==> src/rtl/alu_exec_pipe.sv <==
// Two-stage elastic ALU execute unit. Stage 1 holds the operands and stage 2 holds
// the result, with valid/ready handshakes on both sides.
module alu_exec_pipe #(
  parameter int unsigned WIDTH = 32,
  parameter int unsigned CNT_W = 16
) (
  input  logic             clk,
  input  logic             rst_n,
  input  logic             in_valid,
  output logic             in_ready,
  input  logic [2:0]       ALUControl,
  input  logic [WIDTH-1:0] SrcA,
  input  logic [WIDTH-1:0] SrcB,
  output logic             out_valid,
  input  logic             out_ready,
  output logic [WIDTH-1:0] ALUResult,
  output logic             Zero,
  output logic             illegal_op,
  output logic [CNT_W-1:0] op_count
);

  localparam logic [2:0]       OP_ADD  = 3'b000;
  localparam logic [2:0]       OP_SUB  = 3'b001;
  localparam logic [2:0]       OP_AND  = 3'b010;
  localparam logic [2:0]       OP_OR   = 3'b011;
  localparam logic [2:0]       OP_SLT  = 3'b101;
  localparam logic [CNT_W-1:0] CNT_MAX = '1;

  logic             s1_valid;
  logic [2:0]       s1_ctrl;
  logic [WIDTH-1:0] s1_a;
  logic [WIDTH-1:0] s1_b;
  logic             s2_valid;

  logic             s2_load_c;
  logic             accept_c;
  logic             drain_c;
  logic [WIDTH-1:0] alu_res_c;
  logic             alu_ill_c;

  // Stage 2 takes a new op when it is empty or its current op is leaving this cycle.
  assign s2_load_c = s1_valid && (!s2_valid || out_ready);
  assign in_ready  = !s1_valid || s2_load_c;
  assign accept_c  = in_valid && in_ready;
  assign drain_c   = s2_valid && out_ready;
  assign out_valid = s2_valid;

  // ALU datapath on the stage-1 operands; illegal codes produce zero.
  always_comb begin
    alu_res_c = '0;
    alu_ill_c = 1'b0;
    case (s1_ctrl)
      OP_ADD:  alu_res_c = s1_a + s1_b;
      OP_SUB:  alu_res_c = s1_a - s1_b;
      OP_AND:  alu_res_c = s1_a & s1_b;
      OP_OR:   alu_res_c = s1_a | s1_b;
      OP_SLT:  alu_res_c = WIDTH'($signed(s1_a) < $signed(s1_b));
      default: alu_ill_c = 1'b1;
    endcase
  end

  // Stage 1: operand register.
  always_ff @(posedge clk or negedge rst_n) begin
    if (!rst_n) begin
      s1_valid <= 1'b0;
      s1_ctrl  <= '0;
      s1_a     <= '0;
      s1_b     <= '0;
    end else if (accept_c) begin
      s1_valid <= 1'b1;
      s1_ctrl  <= ALUControl;
      s1_a     <= SrcA;
      s1_b     <= SrcB;
    end else if (s2_load_c) begin
      s1_valid <= 1'b0;
    end
  end

  // Stage 2: result register; contents hold while stalled.
  always_ff @(posedge clk or negedge rst_n) begin
    if (!rst_n) begin
      s2_valid  <= 1'b0;
      ALUResult <= '0;
      Zero      <= 1'b0;
    end else if (s2_load_c) begin
      s2_valid  <= 1'b1;
      ALUResult <= alu_res_c;
      Zero      <= (alu_res_c == '0);
    end else if (drain_c) begin
      s2_valid  <= 1'b0;
    end
  end

  // Sticky illegal-code flag and saturating completion counter.
  always_ff @(posedge clk or negedge rst_n) begin
    if (!rst_n) begin
      illegal_op <= 1'b0;
      op_count   <= '0;
    end else begin
      if (s2_load_c && alu_ill_c) begin
        illegal_op <= 1'b1;
      end
      if (drain_c && (op_count != CNT_MAX)) begin
        op_count <= op_count + CNT_W'(1);
      end
    end
  end

endmodule
==> config.mk <==
export PLATFORM = sky130hd
export DESIGN_NAME = alu_exec_pipe
export DESIGN_NICKNAME = d
export VERILOG_FILES = /design/src/rtl/alu_exec_pipe.sv
export SDC_FILE = /design/constraint.sdc
export NUM_CORES = 1
export LEC_CHECK = 0
export CAP_MARGIN = 20
export CORE_MARGIN = 3
export CORE_UTILIZATION = 62
export DETAILED_ROUTE_END_ITERATION = 8
export PLACE_DENSITY = 0.95
export SYNTH_ARGS = -nofsm -noshare
export SYNTH_HDL_FRONTEND = slang
export SYNTH_SLANG_ARGS = --single-unit
==> constraint.sdc <==
create_clock -name clk -period 4.8 [get_ports clk]
set_input_delay 0.96 -clock clk [delete_from_list [all_inputs] [get_ports clk]]
set_output_delay 0.96 -clock clk [all_outputs]
set_load 0.05 [all_outputs]
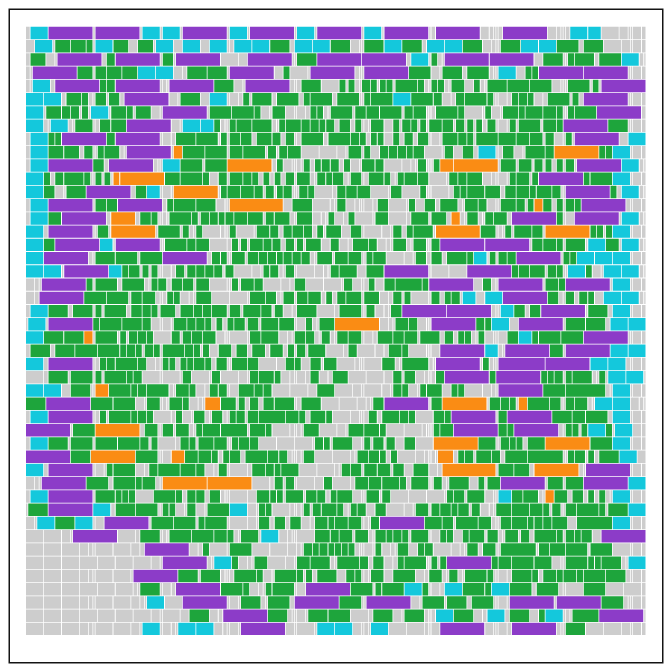
(cells coloured by class)
Fill, decap, tap and diode cells in grey.
| class | colour | cells | share of their area |
|---|---|---|---|
| clock drivers and dummy loads | orange | 32 | 4.9% |
| flip-flops | purple | 119 | 26% |
| all other logic | green | 980 | 58% |
| other buffers and delay cells | cyan | 132 | 11% |
Layout Utilization: 74.7%
flop share of the area: 25.0%
finished layout cell area: 11900 um^2

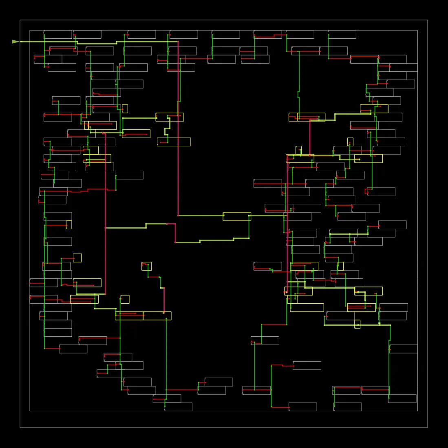
(clock nets)
Flops: 119
TritonCTS Buffers: 17
Sink Count: 119
Late-Pin Clk Latency: 430 ps
number of clock buffers in the layout: 19

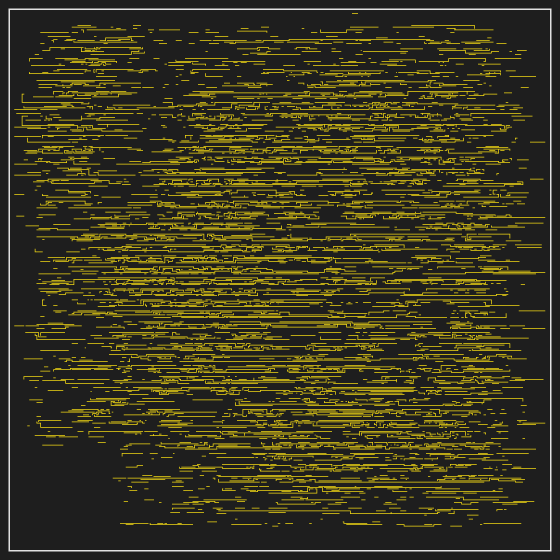
(metal 1)
share of all routed wire: 41%
nets with wire on the layer: 1264
wire length on this layer: 12500 um
longest straight run: 41.9 um

==> notes.md <==
run metrics: FF-to-FF path depth 14, top cell family by delay on the critical path AND-OR/OR-AND gates, bufs w/o clock 132, Achievable Freq 0.244 GHz, clock network power share 22.0%, Clk pin slew, worst setup/hold paths 60 ps, hold depth 1, Slew Limit Fails 0, Comb group 0.00300 W, Slew headroom 33.4%, Crit Path Class reg -> reg, yosys xor share 1.81%, Row Count 46, ANT nets after route 0, first-pass GRT wire length 49.0 mm, GRT met2 Usage 54.5%, status finished clean, group drawing the most power combinational cells, vias per cell 6.59, Port-buffer cells 122, fill count 1144, slowest CP cell a31oi_1, CP Depth 14, Max Cap Violations 0, Placed Cells 1447, antenna violations before repair 0, Final clock-cell share 4.81%, Ports 123, Met1 Routed Length 12.5 mm, crit path DAT 4470 ps, final setup violation count 0, layout cell share with drive strength beyond 1 11.8%, MI comb cells 881, final std cells w/o fill 1479, Top Layout Cells clkdlybuf4s50_1 (121), dfrtp_1 (118), ha_1 (108), Clock net power 0.00126 W, R2R Path Start s1_a[0]$_DFFE_PN0P_, Worst Setup End Kind flip-flop, largest class combinational gates, CTS Buffer Depth 2, Die X 134 um, worst slew pin tran 999 ps, via count 9743, # Cells Yosys 1166, Worst setup endpoint Zero$_DFFE_PN0P_, Final Cycle Share 85.5%, Hold Crit Start illegal_op$_DFFE_PN0P_, Post-synth EDFFs 0, Synth Seq Share 29.3%, Simple-Gate Area Share 15.8%, placed cell areas 11300 um^2
Power is estimated from default activity; no workload was simulated.
